===== src/rtl/memory_arbiter.sv =====
// Arbitrates one unified RAM port between instruction fetch and data load/store; data wins.
// Optional access watchdog enabled by defining MEM_TIMEOUT_EN.
module memory_arbiter #(
    parameter int TIMEOUT = 255
) (
    input  logic        CLK,
    input  logic        RST,
    input  logic        iREN,
    input  logic [31:0] iaddr,
    input  logic        dREN,
    input  logic        dWEN,
    input  logic [31:0] daddr,
    input  logic [31:0] dstore,
    output logic        iwait,
    output logic        dwait,
    output logic [31:0] iload,
    output logic [31:0] dload,
    output logic        ramREN,
    output logic        ramWEN,
    output logic [31:0] ramaddr,
    output logic [31:0] ramstore,
    input  logic [31:0] ramload,
    input  logic [1:0]  ramstate,
    output logic        err
);

    localparam logic [1:0] RS_ACCESS = 2'd2;
    localparam logic [1:0] RS_ERROR  = 2'd3;

    typedef enum logic [1:0] {IDLE, IFETCH, DREAD, DWRITE} state_t;

    state_t state, state_nxt;
    logic   own_en;
    logic   in_access;
    logic   ram_done;
    logic   tmo;

`ifdef MEM_TIMEOUT_EN
    localparam int CNT_W = $clog2(TIMEOUT + 1);
    logic [CNT_W-1:0] cnt;

    // Counter sits at zero in IDLE so the first access cycle sees 0.
    always_ff @(posedge CLK) begin
        if (RST || state == IDLE)
            cnt <= '0;
        else
            cnt <= cnt + 1'b1;
    end

    assign tmo = in_access && (cnt == CNT_W'(TIMEOUT - 1));
`else
    assign tmo = 1'b0;
`endif

    always_ff @(posedge CLK) begin
        if (RST)
            state <= IDLE;
        else
            state <= state_nxt;
    end

    always_comb begin
        own_en = 1'b0;
        case (state)
            IFETCH:  own_en = iREN;
            DREAD:   own_en = dREN;
            DWRITE:  own_en = dWEN;
            default: own_en = 1'b0;
        endcase
    end

    assign in_access = (state != IDLE);
    assign ram_done  = in_access && (ramstate == RS_ACCESS || ramstate == RS_ERROR || tmo);

    always_comb begin
        state_nxt = state;
        if (state == IDLE) begin
            if (dWEN)
                state_nxt = DWRITE;
            else if (dREN)
                state_nxt = DREAD;
            else if (iREN)
                state_nxt = IFETCH;
        end else if (!own_en || ram_done) begin
            state_nxt = IDLE;
        end
    end

    // A dropped enable is an abort, which never reports an error.
    assign err = in_access && own_en && !RST &&
                 (ramstate == RS_ERROR || (tmo && ramstate != RS_ACCESS));

    assign iwait = iREN && !(state == IFETCH && ram_done);
    assign dwait = (dREN || dWEN) && !((state == DREAD || state == DWRITE) && ram_done);

    // RAM-facing controls decode from the registered state only.
    always_comb begin
        ramREN   = 1'b0;
        ramWEN   = 1'b0;
        ramaddr  = 32'd0;
        ramstore = 32'd0;
        iload    = 32'd0;
        dload    = 32'd0;
        case (state)
            IFETCH: begin
                ramREN  = 1'b1;
                ramaddr = iaddr;
                iload   = ramload;
            end
            DREAD: begin
                ramREN  = 1'b1;
                ramaddr = daddr;
                dload   = ramload;
            end
            DWRITE: begin
                ramWEN   = 1'b1;
                ramaddr  = daddr;
                ramstore = dstore;
            end
            default: ;
        endcase
    end

endmodule


===== config.mk =====
export PLATFORM = sky130hd
export DESIGN_NAME = memory_arbiter
export DESIGN_NICKNAME = d
export VERILOG_FILES = /design/src/rtl/memory_arbiter.sv
export SDC_FILE = /design/constraint.sdc
export NUM_CORES = 1
export LEC_CHECK = 0
export ABC_AREA = 1
export CORE_AREA = 8 8 97 99
export CTS_CLUSTER_SIZE = 24
export DETAILED_ROUTE_END_ITERATION = 12
export DIE_AREA = 0 0 105 107
export PLACE_DENSITY_LB_ADDON = 0.1
export SYNTH_ARGS = -nofsm -noshare
export SYNTH_HDL_FRONTEND = slang
export SYNTH_SLANG_ARGS = --single-unit

===== constraint.sdc =====
create_clock -name CLK -period 2.66 [get_ports CLK]
set_input_delay 0.665 -clock CLK [delete_from_list [all_inputs] [get_ports CLK]]
set_output_delay 0.665 -clock CLK [all_outputs]
set_load 0.05 [all_outputs]

==> results.ini, run 1 <==
[placement]
io_buffers = 267

[clocking]
post_cts_buffers = 0
cts_buffer_depth = 2
cts_max_level = 1
cts_made_buffers = 3
cts_sinks = 2
hold_buffers = 0

[logic_synthesis]
top_area_frac = 0.4377
ys.flops = 2
ys_types = 15
yosys.area.top_type = nand2_1
postSynthCellCount = 347
top_cells_by_area = nand2_1 44%, inv_1 26%, a21oi_1 12%

[global_routing]
grt_pass1_wl_um = 17080
grt_pass1_vias = 3075
grt_max_degree = 35

[worst_setup_path]
end_kind = output port
cp_cell_sequence = inv_1 -> ha_2 -> clkdlybuf4s50_1

[status]
status = finished clean

[run]
drv_cap = 0

[timing]
tightest_slew_ns = 0.5296
slew_viol_final = 0
finalClockSkew_ns = 0.002941
tns_ns = 0
fin_ws_ns = 0.2090

[final_layout]
top_register = state
lay_top_cells = 172 x nand2_1, 135 x clkdlybuf4s50_1, 133 x buf_12

[power]
p_seq_frac = 0.022

[floorplanning]
die_w_um = 105

[min_path]
min_path_type = register to register

[run 1: metrics by stage]
stage                      power, W  hold slack, ns  std cells
final                      0.001737          0.4929        707
after global routing       0.001817          0.5180        707
after CTS                  0.001756          0.4983        707
after detailed placement   0.001630          0.4938        704
after global placement     0.001608          0.4939        704
after floorplan           0.0007747          0.4658        347
[run 1: final timing paths]
path | cells after the start | from | slack [ns] | endpoint
worst max-delay path | 3 | state[0] | 0.21 | ramREN
worst min-delay path | 2 | state[1] | 0.49 | state[1]
worst min register to register | 2 | state[1] | 0.49 | state[1]
worst max register to register | 8 | state[0] | 1.22 | state[0]
[run 1: critical path, delay by kind of cell, from the launching register on]
kind | cells | cell delay, ns
fa+ha+maj | 1 | 0.31
buf+inv | 2 | 0.90
flops | 1 | 0.37
[run 1: area by class of cell]
cell class | instances | area [um^2] | share of cell area
clock buffers | 3 | 41.29 | 0.007230
inverters | 102 | 382.9 | 0.06705
multi-input cells | 220 | 1049 | 0.1836
flip-flops and latches | 2 | 40.04 | 0.007011
well taps | 105 | 131.4 | 0.02301
repair buffers | 275 | 4066 | 0.7121
[run 1: layer usage]
| layer | GRT usage | up-vias | routed length, um |
|---|---|---|---|
| met3 | 0.08158 | 14 | 1183 |
| met5 | 0 | - | 0 |
| met1 | 0.1763 | 1269 | 3670 |
| li1 | - | 1477 | - |
| met4 | 0.03874 | 0 | 219 |
| met2 | 0.3697 | 161 | 6079 |
[run 1: power groups by stage]
stage / Clock (W) / Sequential (W) / Combinational, W
2_1_floorplan: 0 / 0.0000370 / 0.000738
3_3_place_gp: 0 / 0.0000375 / 0.00157
3_5_place_dp: 0 / 0.0000378 / 0.00159
4_1_cts: 0.000123 / 0.0000375 / 0.00160
5_1_grt: 0.000127 / 0.0000379 / 0.00165
6_report: 0.000120 / 0.0000375 / 0.00158
Run 1, congestion heat map:
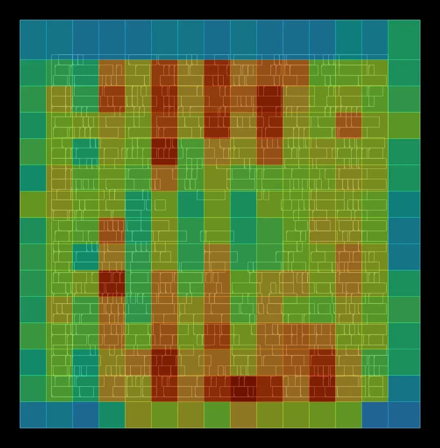
met3 Use GR: 0.08158
fin util: 0.7203
Tot GR Track Use: 0.1883
Most Crowded Layer GR: met2
Routed WL per cell: 15.78 um

Run 1, logic cells by family:
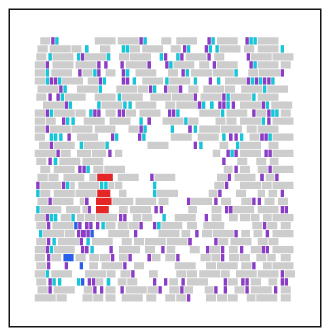
[purple] nand cells | cells: 173 | most used: nand2_1 | where: widely spread
[blue] nor cells | cells: 5 | most used: nor2_1 | where: south-west
[cyan] inv cells | cells: 102 | most used: inv_1
[red] fa/ha/maj cells | cells: 4

Run 1, metal 2:
Cells faint in the background.
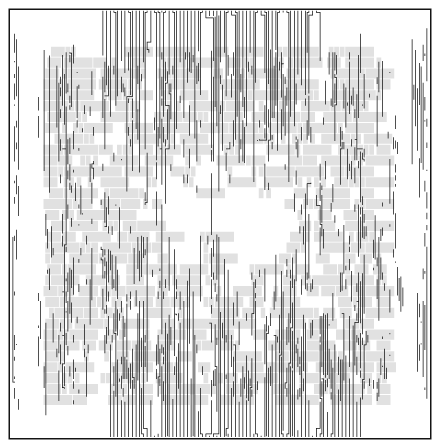
main direction: vertical
share of all routed wire: 55%

Run 1, M3 wires:
Bar = 20 um.
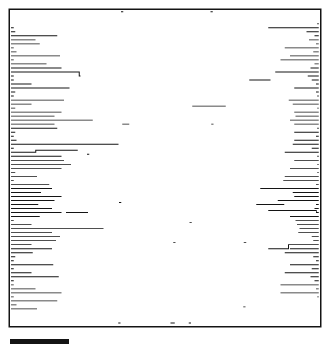
main direction: horizontal
longest straight run: 36.1 um
nets with wire on the layer: 149
wire length on this layer: 1180 um

Run 1, clock distribution:
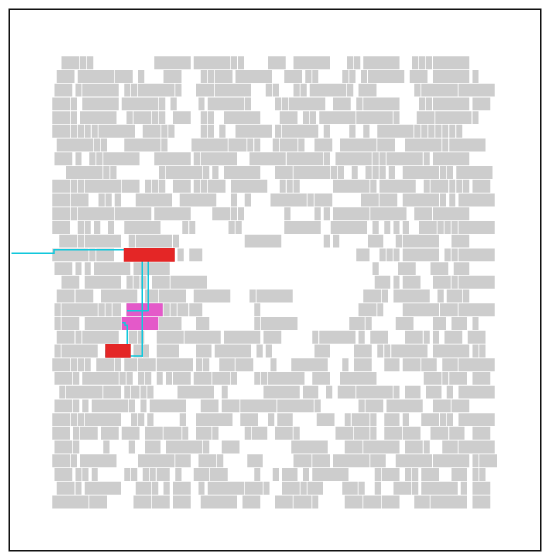

==> run 2: changes to the inputs <==
--- a/config.mk
+++ b/config.mk
@@ -6,11 +6,12 @@
 export NUM_CORES = 1
 export LEC_CHECK = 0
 export ABC_AREA = 1
-export CORE_AREA = 8 8 97 99
+export CORE_AREA = 2 2 105 107
 export CTS_CLUSTER_SIZE = 24
 export DETAILED_ROUTE_END_ITERATION = 12
-export DIE_AREA = 0 0 105 107
+export DIE_AREA = 0 0 107 109
 export PLACE_DENSITY_LB_ADDON = 0.1
+export SLEW_MARGIN = 20
 export SYNTH_ARGS = -nofsm -noshare
 export SYNTH_HDL_FRONTEND = slang
 export SYNTH_SLANG_ARGS = --single-unit
Run 2, clock distribution:
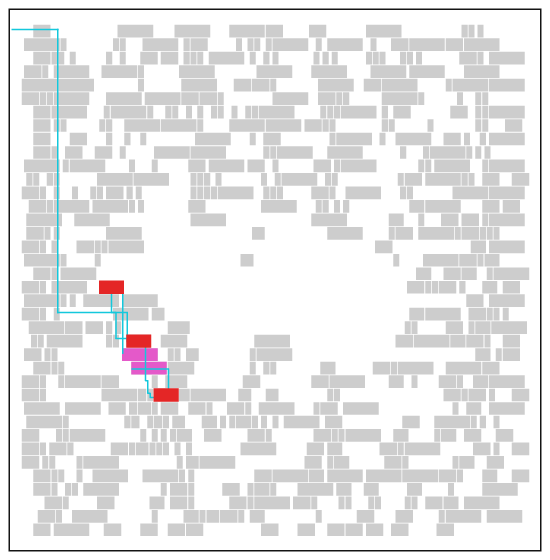
[cyan] clock wires | length: 146 um
[red] clock-net drivers | count: 3
[magenta] flip-flops | count: 2
routed clock nets: 4

Run 2, congestion heat map:
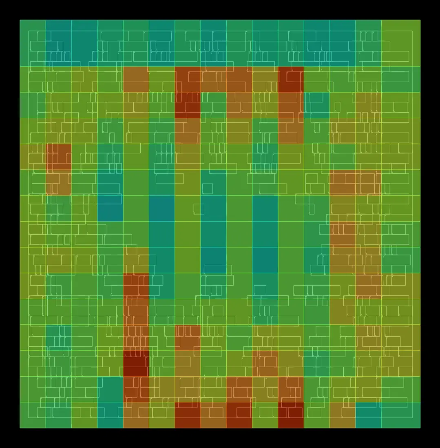
fin util: 0.5401
Routed WL per cell: 12.70 um

Run 2, logic cells by family:
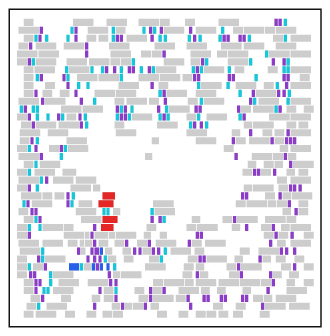
[blue] nor cells | cells: 5 | most used: nor2_1
[cyan] inv cells | cells: 102 | most used: inv_1 | where: widely spread
[red] fa/ha/maj cells | cells: 4
[purple] nand cells | cells: 173 | most used: nand2_1 | where: widely spread

==> run 2 against run 1 <==
  * Sequential share of layout area barely moved
  * First-iteration DRC count up 93%
  * Critical path type unchanged
  * Final area grew 0.28%
  * Die size up 3.8%
  * Highest routed layer unchanged
==> results.ini, run 2 <==
[global_routing]
grt_max_degree = 34
grt_usage = 0.1562
grt_pass1_wl_um = 14370

[timing]
tightest_slew_ns = 0.3950
tns_ns = 0
hold-worst-slack_ns = 0.5052
finalClockSkew_ns = 0.0002535
fin_ws_ns = 0.1770

[logic_synthesis]
top_cells_by_area = nand2_1 44%, inv_1 26%, a21oi_1 12%
ys.flops = 2
ys_types = 15

[final_layout]
top_register = state
nClkBuffers = 3
regArea_um2 = 40.04
signal_buffers = 275
comb_area_mm2 = 0.001049
sh_seq_area = 0.006991
comb_share = 0.1831
lay_top_cells = 172 x nand2_1, 134 x clkdlybuf4s50_1, 131 x buf_12
seq_cells = 2
largestClassByArea = buffers
comb_cells = 220

[clocking]
cts_sinks = 2
cts_made_buffers = 3
cts_max_level = 1
hold_buffers = 0
post_cts_buffers = 0

[run]
drv_cap = 0

[placement]
io_buffers = 267

[min_path]
min_path_type = register to register

[status]
status = finished clean

[floorplanning]
taps = 140

[run 2: cell counts after synthesis]
Identical to the previous run, type by type.
[run 2: kinds of logic after synthesis]
logic type                 Yosys count
DFF                                  2
and+or+nand+nor                    179
buffers and inverters              125
adders and majority gates            4
AOI/OAI and AO/OA                   37
[run 2: worst paths after layout]
| path | startpoint | end | slack, ns | depth (start not counted) |
|---|---|---|---|---|
| hold reg to reg | state[0] | state[0] | 0.51 | 2 |
| hold / removal | state[0] | state[0] | 0.51 | 2 |
| setup / recovery | state[1] | iload[10] | 0.18 | 6 |
| setup reg to reg | state[1] | state[1] | 1.20 | 8 |
[run 2: through the flow]
step             util  total power [W]  instance area [um^2]  std cells
2_1_floorplan       -        0.0007747                  1600        347
3_3_place_gp   0.5362         0.001599                  5685        739
3_5_place_dp   0.5362         0.001613                  5685        739
4_1_cts        0.5401         0.001742                  5727        742
5_1_grt        0.5401         0.001807                  5727        742
6_report       0.5401         0.001718                  5727        742
[run 2: power groups by stage]
stage          registers, W  logic, W  clock network, W
6_report          0.0000376   0.00156          0.000120
5_1_grt           0.0000383   0.00164          0.000130
4_1_cts           0.0000376   0.00158          0.000125
3_5_place_dp      0.0000380   0.00157                 0
3_3_place_gp      0.0000379   0.00156                 0
2_1_floorplan     0.0000370  0.000738                 0
[run 2: worst max-delay path, delay by kind of cell, from the launching register on]
family                   cells  cell delay, ns
adder cells (fa/ha/maj)      1            0.43
buffers and inverters        4            0.74
AND/OR/NAND/NOR              1            0.10
flip-flops                   1            0.33
[run 2: metal layers]
layer / up-vias / global-route usage / part of all wire
li1: 1472 / - / -
met1: 1278 / 0.1440 / 0.32
met2: 165 / 0.3121 / 0.55
met3: 8 / 0.06575 / 0.12
met4: 0 / 0.04267 / 0.016
met5: - / 0 / 0
==> run 3: changes to the inputs <==
--- a/config.mk
+++ b/config.mk
@@ -11,6 +11,7 @@
 export DETAILED_ROUTE_END_ITERATION = 12
 export DIE_AREA = 0 0 107 109
 export PLACE_DENSITY_LB_ADDON = 0.1
+export SKIP_CTS_REPAIR_TIMING = 1
 export SLEW_MARGIN = 20
 export SYNTH_ARGS = -nofsm -noshare
 export SYNTH_HDL_FRONTEND = slang
Run 3, congestion heat map:
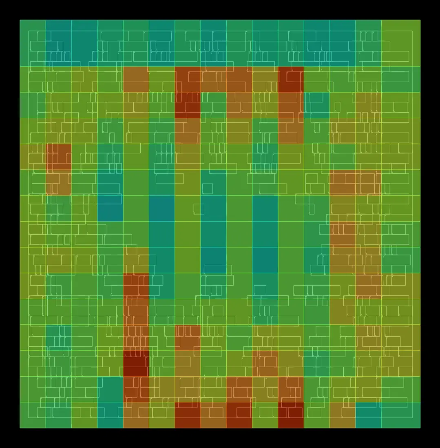
Tot GR Track Use: 0.1562
met3 Use GR: 0.06575
met2 usage: 0.3121
met1 usage: 0.1440

Run 3, M3 wires:
Bar = 20 um.
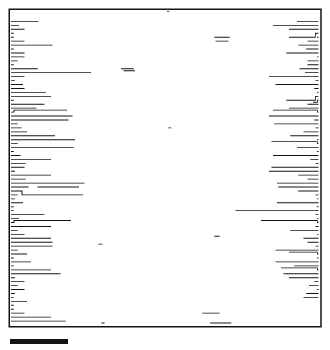
routed vias: 2923
drt total wl: 9423 um

Run 3, logic cells by family:
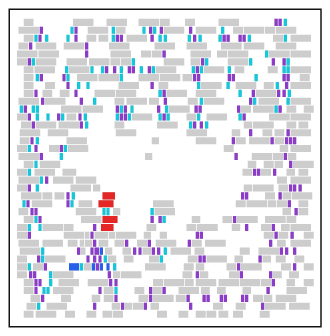
[cyan] inv cells | cells: 102 | most used: inv_1 | where: widely spread
[purple] nand cells | cells: 173 | most used: nand2_1 | where: widely spread
[blue] nor cells | cells: 5 | most used: nor2_1
[red] fa/ha/maj cells | cells: 4

==> run 3 against run 2 <==
  * Final cell count is the same
  * Synthesized area is the same
  * Largest power group unchanged
  * Highest routed layer unchanged
  * Via count is the same
==> results.ini, run 3 <==
[worst_setup_path]
cp.depth = 6
critPathTopFamily = buffers and inverters
cp_cell_sequence = inv_1 -> ha_2 -> buf_4 -> nand2_1 -> inv_1 -> buf_12
end_kind = output port
ff2ff_path_depth = 8
crit_buf_inv = 4

[clocking]
cts_buffer_depth = 2
cts_max_level = 1
cts_made_buffers = 3
cts_sinks = 2
clk_pin_slew_ns = 0.03

[power]
total_power_w = 0.001718

[global_routing]
grt_pass1_vias = 2918
grt_max_degree = 34

[final_layout]
top_register = state
comb_area_mm2 = 0.001049
largest_register_ffs = 2
lay_top_cells = 172 x nand2_1, 134 x clkdlybuf4s50_1, 131 x buf_12

[logic_synthesis]
postSynthCellCount = 347
ys_types = 15
ys.flop_type = dfxtp_1
yosys.area.top_type = nand2_1
top_area_frac = 0.4377
ys.flops = 2

[status]
status = finished clean

[placement]
gp_congestion = 0.7597

[timing]
slew_viol_final = 0
tns_ns = 0
tightest_slew_ns = 0.3950

[route]
top_layer_used = met4
dr_wl_met2_um = 5152
drt-wirelength-per-cell_um = 12.70
wl_met3_um = 1145

[min_path]
holdPathStages = 2
min_path_type = register to register

[floorplanning]
die_w_um = 107

-- run 3: cell counts in the layout (fill, tap and decap cells not counted) --
Identical to the previous run, type by type.
-- run 3: layer usage --
layer  global-route usage  vias to the layer above
li1                     -                     1472
met1               0.1440                     1278
met2               0.3121                      165
met3              0.06575                        8
met4              0.04267                        0
met5                    0                        -
-- run 3: where the power goes --
part	total [W]	switching, W	internal (W)
registers	0.0000376	0.00000380	0.0000338
logic	0.00156	0.000837	0.000724
clock network	0.000120	0.0000238	0.0000957
-- run 3: cell type report --
class / count / share of cell area
clock buffer: 3 / 0.007210
inverter: 102 / 0.06686
multi-input combinational: 220 / 0.1831
tap: 140 / 0.03059
timing repair buffer: 275 / 0.7053
sequential: 2 / 0.006991
-- run 3: logic make-up after synthesis --
family,count (synthesis),share of synthesized area
buf+inv,125,0.3503
simple gates,179,0.4589
fa+ha+maj,4,0.03393
compound gates,37,0.1298
flops,2,0.02714
-- run 3: worst paths after layout --
check	start	to	slack (ns)
worst min register to register	state[0]	state[0]	0.51
worst max register to register	state[1]	state[1]	1.20
worst max-delay path	state[1]	iload[10]	0.18
worst min-delay path	state[0]	state[0]	0.51
-- run 3: metrics by stage --
stage | worst slack [ns] | hold WS [ns] | instance area [um^2] | utilization | cells
after floorplan | 0.02548 | 0.4658 | 1600 | - | 347
after global placement | 0.1928 | 0.5053 | 5685 | 0.5362 | 739
after detailed placement | 0.1809 | 0.4994 | 5685 | 0.5362 | 739
after CTS | 0.1226 | 0.5089 | 5727 | 0.5401 | 742
after global routing | 0.004982 | 0.5333 | 5727 | 0.5401 | 742
final | 0.1770 | 0.5052 | 5727 | 0.5401 | 742
Power figures rest on the tool's default switching activity, not on a simulated workload.
